### src/rtl/iter_muldiv_alu.sv
`default_nettype none
// ============================================================================
// Module   : iter_muldiv_alu
// Brief    : Iterative shift-add multiplier / restoring divider with
//            valid/ready handshakes on both sides and pipeline flush.
// Revision : 1.0
// ============================================================================
module iter_muldiv_alu #(
  parameter int WIDTH = 32
) (
  input  logic             clk,
  input  logic             rstn,
  input  logic             flush,
  input  logic             in_valid,
  output logic             in_ready,
  input  logic [7:0]       aluop,
  input  logic [WIDTH-1:0] reg1,
  input  logic [WIDTH-1:0] reg2,
  output logic             out_valid,
  input  logic             out_ready,
  output logic [WIDTH-1:0] result,
  output logic             busy
);

  localparam logic [7:0] c_ALU_MULW   = 8'h10;
  localparam logic [7:0] c_ALU_MULHW  = 8'h11;
  localparam logic [7:0] c_ALU_MULHWU = 8'h12;
  localparam logic [7:0] c_ALU_DIVW   = 8'h13;
  localparam logic [7:0] c_ALU_MODW   = 8'h14;
  localparam logic [7:0] c_ALU_DIVWU  = 8'h15;
  localparam logic [7:0] c_ALU_MODWU  = 8'h16;

  localparam int                 c_CNT_W = $clog2(WIDTH + 1);
  localparam logic [c_CNT_W-1:0] c_LAST  = c_CNT_W'(WIDTH - 1);

  typedef enum logic [1:0] {
    S_IDLE = 2'd0,
    S_CALC = 2'd1,
    S_DONE = 2'd2
  } state_t;

  state_t               r_state, w_state_nxt;
  logic [c_CNT_W-1:0]   r_cnt, w_cnt_nxt;
  logic [7:0]           r_op;
  logic                 r_neg_xor, r_neg_rem;
  logic [2*WIDTH-1:0]   r_mcand, r_acc;
  logic [WIDTH-1:0]     r_mplier, r_divisor, r_quo, r_rem;
  logic [WIDTH-1:0]     r_result, w_result_nxt;
  logic                 r_out_valid, r_busy;
  logic                 w_load, w_res_we;

  logic                 w_is_mul, w_is_div, w_is_signed, w_is_quo_op;
  logic [WIDTH-1:0]     w_abs1, w_abs2;
  logic [2*WIDTH-1:0]   w_acc_nxt, w_prod;
  logic [WIDTH:0]       w_shift;
  logic                 w_fits;
  logic [WIDTH-1:0]     w_rem_nxt, w_quo_nxt, w_quo_fix, w_rem_fix, w_final;

  assign w_is_mul    = (aluop == c_ALU_MULW) || (aluop == c_ALU_MULHW) || (aluop == c_ALU_MULHWU);
  assign w_is_div    = (aluop == c_ALU_DIVW) || (aluop == c_ALU_MODW)
                    || (aluop == c_ALU_DIVWU) || (aluop == c_ALU_MODWU);
  assign w_is_signed = (aluop == c_ALU_MULW) || (aluop == c_ALU_MULHW)
                    || (aluop == c_ALU_DIVW) || (aluop == c_ALU_MODW);
  assign w_is_quo_op = (aluop == c_ALU_DIVW) || (aluop == c_ALU_DIVWU);

  // INT_MIN negates to itself, which read as unsigned is exactly 2^(WIDTH-1)
  assign w_abs1 = (w_is_signed && reg1[WIDTH-1]) ? -reg1 : reg1;
  assign w_abs2 = (w_is_signed && reg2[WIDTH-1]) ? -reg2 : reg2;

  // One multiply step and one restoring-divide step per cycle
  assign w_acc_nxt = r_acc + (r_mplier[0] ? r_mcand : '0);
  assign w_shift   = {r_rem, r_quo[WIDTH-1]};
  assign w_fits    = (w_shift >= {1'b0, r_divisor});
  assign w_rem_nxt = w_fits ? (w_shift[WIDTH-1:0] - r_divisor) : w_shift[WIDTH-1:0];
  assign w_quo_nxt = {r_quo[WIDTH-2:0], w_fits};

  assign w_prod    = r_neg_xor ? -w_acc_nxt : w_acc_nxt;
  assign w_quo_fix = r_neg_xor ? -w_quo_nxt : w_quo_nxt;
  assign w_rem_fix = r_neg_rem ? -w_rem_nxt : w_rem_nxt;

  always_comb begin
    w_final = '0;
    case (r_op)
      c_ALU_MULW:                w_final = w_prod[WIDTH-1:0];
      c_ALU_MULHW, c_ALU_MULHWU: w_final = w_prod[2*WIDTH-1:WIDTH];
      c_ALU_DIVW, c_ALU_DIVWU:   w_final = w_quo_fix;
      c_ALU_MODW, c_ALU_MODWU:   w_final = w_rem_fix;
      default:                   w_final = '0;
    endcase
  end

  always_comb begin
    w_state_nxt  = r_state;
    w_cnt_nxt    = r_cnt;
    w_load       = 1'b0;
    w_res_we     = 1'b0;
    w_result_nxt = r_result;
    case (r_state)
      S_IDLE: begin
        if (in_valid) begin
          w_load = 1'b1;
          if (!(w_is_mul || w_is_div)) begin
            w_state_nxt  = S_DONE;
            w_res_we     = 1'b1;
            w_result_nxt = '0;
          end else if (w_is_div && (reg2 == '0)) begin
            w_state_nxt  = S_DONE;
            w_res_we     = 1'b1;
            w_result_nxt = w_is_quo_op ? '1 : reg1;
          end else begin
            w_state_nxt = S_CALC;
            w_cnt_nxt   = '0;
          end
        end
      end
      S_CALC: begin
        if (r_cnt == c_LAST) begin
          w_state_nxt  = S_DONE;
          w_cnt_nxt    = '0;
          w_res_we     = 1'b1;
          w_result_nxt = w_final;
        end else begin
          w_cnt_nxt = r_cnt + c_CNT_W'(1);
        end
      end
      S_DONE: begin
        if (out_ready) begin
          w_state_nxt = S_IDLE;
        end
      end
      default: w_state_nxt = S_IDLE;
    endcase
    if (flush) begin
      w_state_nxt = S_IDLE;
      w_cnt_nxt   = '0;
      w_load      = 1'b0;
      w_res_we    = 1'b0;
    end
  end

  always_ff @(posedge clk or negedge rstn) begin
    if (!rstn) begin
      r_state     <= S_IDLE;
      r_cnt       <= '0;
      r_result    <= '0;
      r_out_valid <= 1'b0;
      r_busy      <= 1'b0;
    end else begin
      r_state     <= w_state_nxt;
      r_cnt       <= w_cnt_nxt;
      r_out_valid <= (w_state_nxt == S_DONE);
      r_busy      <= (w_state_nxt != S_IDLE);
      if (w_res_we) begin
        r_result <= w_result_nxt;
      end
    end
  end

  always_ff @(posedge clk or negedge rstn) begin
    if (!rstn) begin
      r_op      <= '0;
      r_neg_xor <= 1'b0;
      r_neg_rem <= 1'b0;
      r_mcand   <= '0;
      r_acc     <= '0;
      r_mplier  <= '0;
      r_divisor <= '0;
      r_quo     <= '0;
      r_rem     <= '0;
    end else if (w_load) begin
      r_op      <= aluop;
      r_neg_xor <= w_is_signed & (reg1[WIDTH-1] ^ reg2[WIDTH-1]);
      r_neg_rem <= w_is_signed & reg1[WIDTH-1];
      r_mcand   <= {{WIDTH{1'b0}}, w_abs1};
      r_acc     <= '0;
      r_mplier  <= w_abs2;
      r_divisor <= w_abs2;
      r_quo     <= w_abs1;
      r_rem     <= '0;
    end else if (r_state == S_CALC) begin
      r_acc    <= w_acc_nxt;
      r_mcand  <= r_mcand << 1;
      r_mplier <= r_mplier >> 1;
      r_quo    <= w_quo_nxt;
      r_rem    <= w_rem_nxt;
    end
  end

  assign in_ready  = (r_state == S_IDLE);
  assign out_valid = r_out_valid;
  assign result    = r_result;
  assign busy      = r_busy;

endmodule
`default_nettype wire

### config.mk
export PLATFORM = sky130hd
export DESIGN_NAME = iter_muldiv_alu
export DESIGN_NICKNAME = d
export VERILOG_FILES = /design/src/rtl/iter_muldiv_alu.sv
export SDC_FILE = /design/constraint.sdc
export NUM_CORES = 1
export LEC_CHECK = 0
export CORE_ASPECT_RATIO = 0.75
export CORE_UTILIZATION = 46
export CTS_BUF_LIST = sky130_fd_sc_hd__clkbuf_16
export DETAILED_ROUTE_END_ITERATION = 7
export PLACE_DENSITY_LB_ADDON = 0.15
export SKIP_LAST_GASP = 1
export SLEW_MARGIN = 10
export SYNTH_ARGS = -nofsm -noshare
export SYNTH_HDL_FRONTEND = slang
export SYNTH_SLANG_ARGS = --single-unit
### constraint.sdc
create_clock -name clk -period 5.81 [get_ports clk]
set_input_delay 0.581 -clock clk [delete_from_list [all_inputs] [get_ports clk]]
set_output_delay 0.581 -clock clk [all_outputs]
set_load 0.03 [all_outputs]
==> images/m1.png <==
Scale: 1.5 px per um. Supply wires on this layer in gray.
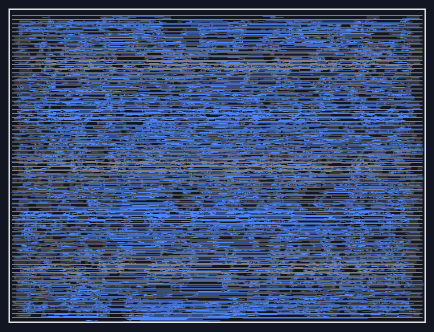
share of all routed wire: 46%
longest straight run: 127 um
main direction: horizontal
nets with wire on the layer: 3443

==> images/m2.png <==
Scale: 1.5 px per um.
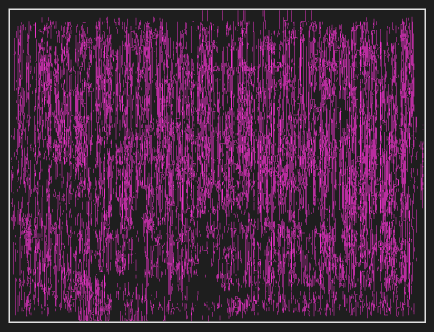
main direction: vertical
nets with wire on the layer: 3074

==> results.toml <==
# yosys + openroad results
[critical_path]
crit_arrival_ns = 6.03
crit_buf_inv = 3
crit_family = "AND-OR/OR-AND gates"
cp_slowest_cell = "a311oi_1"
cpPeakStageDelay_ns = 0.59
crit_fanout = 34

[final_timing]
fin_hold_ws_ns = -0.00539
slew_headroom_pct = 26.5
tightest_slew_ns = 1.10
min_period_ns = 5.59
fin_skew_ns = 0.0286
rsz0062_at_grt = "no"
hold_viol = 3
period_used_pct = 96.2
drv_slew = 0
setup_violations = 0
tns_ns = 0

[global_routing]
antenna_found_initial = 3
overflow = 0
grt_pass1_vias = 25700
grt_max_degree = 166

[cells_and_area]
drive_gt1_share_pct = 7.44
fin_area_mm2 = 0.0295
syn2layout_area_growth_pct = 13.5
nets = 3619

[clock_network]
cts_max_path_buffers = 3
cts_root_buf = "clkbuf_16"
cts_tree = "done"
clock_latency_ns = 0.58
htree_levels = 2

[route]
postRouteWirelength_mm = 111
num_vias = 28200
drt_pass1_iterations = 6
drc_errors = 0
ant_nets = 0
vias_per_cell = 6.73

[yosys]
ys_chip_area_mm2 = 0.0259
edf_count = 0
synthCells = 3383
syn_area_mm2 = 0.0259
flop_cell = "dfrtp_1"
synth_top_cell_by_area = "dfrtp_1"
synth.distinct_cells = 103
postSynthAreaPerCell_um2 = 7.67
ys_ff = 308
topCellsByArea = "dfrtp_1, nand2_1, o21ai_0"
ys_cells = 3383
synthArstFlopShare_pct = 100
netlist_top_cells_count = "nand2_1, dfrtp_1, o21ai_0"
yosysTopAreaCellShare_pct = 29.7

[die]
io_pins = 112
die-area_mm2 = 0.0574
core_area_mm2 = 0.0551
die_h_um = 208
dieWidth_um = 276

[run]
drv_cap = 0

[power]
peakVddDrop_mv = 0.232
powerDensity_mw_per_mm2 = 227
power_leakage_nw = 12.1

[place]
dp_hpwl_mm = 85.4
port_buffers = 111
gp_congestion = 1.05

[run_status]
status = "finished with violations"
violations = "negative hold slack"
==> images/m3.png <==
Scale: 2 px per um.
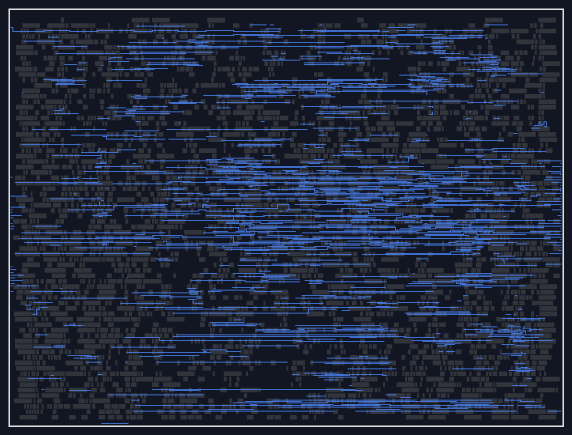
nets with wire on the layer: 590
wire length on this layer: 14300 um

==> images/m4.png <==
Scale: 1.5 px per um. Supply wires on this layer in gray.
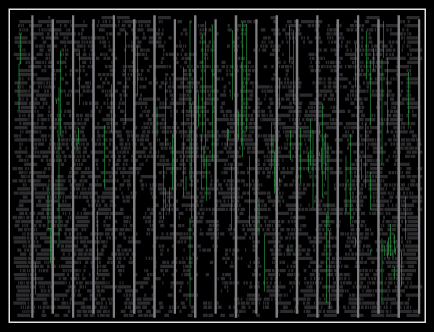
longest straight run: 105 um
main direction: vertical
wire length on this layer: 3110 um
share of all routed wire: 2.8%

-- worst paths after layout --
check	from	endpoint	slack, ns	cells past startpoint
max	r_rem[5]	result[24]	0.22	19
min	rstn	r_mplier[3]	-0.005	1
max reg2reg	r_rem[5]	result[24]	0.22	19
min reg2reg	r_op[3]	r_op[3]	0.47	2
max in group asynchronous	rstn	r_neg_xor	4.58	2
min in group clk	r_op[3]	r_op[3]	0.47	2
-- cell families after synthesis --
kind of cell | Yosys count | share of synthesized area, %
buffers and inverters | 280 | 4.15
xor gates and xnor gates | 203 | 6.88
DFF | 308 | 29.7
AOI/OAI and AO/OA | 1104 | 27.3
adders and majority gates | 103 | 5.02
muxes | 41 | 1.61
and+or+nand+nor | 1344 | 25.3
-- cells in the final DEF (no fill, tap or decap), types with 36 or more instances in the layout --
cell and instances:
nand4_1 58, o21ai_0 287, mux2i_1 36, dfrtp_1 307, xnor2_1 91, o211ai_1 42
a31oi_1 42, clkbuf_16 39, xor2_1 111, nor2_1 259, a21o_1 54, and2_1 86
nand2_1 437, a21oi_1 281, o31ai_1 41, and3_1 42, nor3_1 76, ha_1 100
nand3_1 177, inv_1 64, buf_4 122, o22ai_1 52, clkdlybuf4s50_1 110
-- flip-flops by register name, indices dropped and copies added, names as in the netlist --
name	count
r_divisor	32
r_neg_rem	1
r_neg_xor	1
out_valid	1
busy	1
r_quo	32
r_op	8
r_cnt	6
r_mplier	32
result	32
r_mcand	64
r_rem	32
r_state	2
r_acc	64
-- stage by stage --
step | util, % | instances | power (W) | hold slack, ns | setup WS, ns
after floorplan | - | 3383 | 0.00351 | 0.285 | 0.457
after global placement | 51.2 | 4121 | 0.00414 | 0.451 | 0.326
after detailed placement | 51.2 | 4121 | 0.00417 | 0.462 | 0.291
after CTS | 53.4 | 4189 | 0.00664 | 0.00515 | 0.229
after global routing | 53.5 | 4190 | 0.00693 | 0.0392 | 0.0548
final | 53.5 | 4192 | 0.00668 | -0.00539 | 0.219
-- where the power goes --
group | leakage (nW) | switching, W | internal (W)
Sequential | 4.00 | 0.000213 | 0.00234
Clock | 0.622 | 0.00104 | 0.00144
Combinational | 7.46 | 0.00105 | 0.000592
-- layer usage --
metal / global-route usage, % / vias to the layer above / wire length [um]
li1: - / 12600 / -
met1: 58.4 / 13700 / 51600
met3: 12.1 / 200 / 14300
met5: 0 / - / 13
met4: 9.63 / 2 / 3110
met2: 49.1 / 1687 / 42100
-- area by class of cell --
class / count / area, um2
antenna: 2 / 5.00
clock buffer: 39 / 976
clock inverter: 29 / 278
fill: 5257 / 25600
inverter: 59 / 221
multi-input combinational: 2795 / 17200
sequential: 308 / 7710
tap: 722 / 903
timing repair buffer: 238 / 2130
-- what timing repair did --
| item | CTS | global route |
|---|---|---|
| setup endpoints to repair | 0 | 7 |
| resized | 0 | 4 |
| setup buffers | 0 | 1 |
| hold endpoints to repair | 0 | 0 |
Power is estimated from default activity; no workload was simulated.
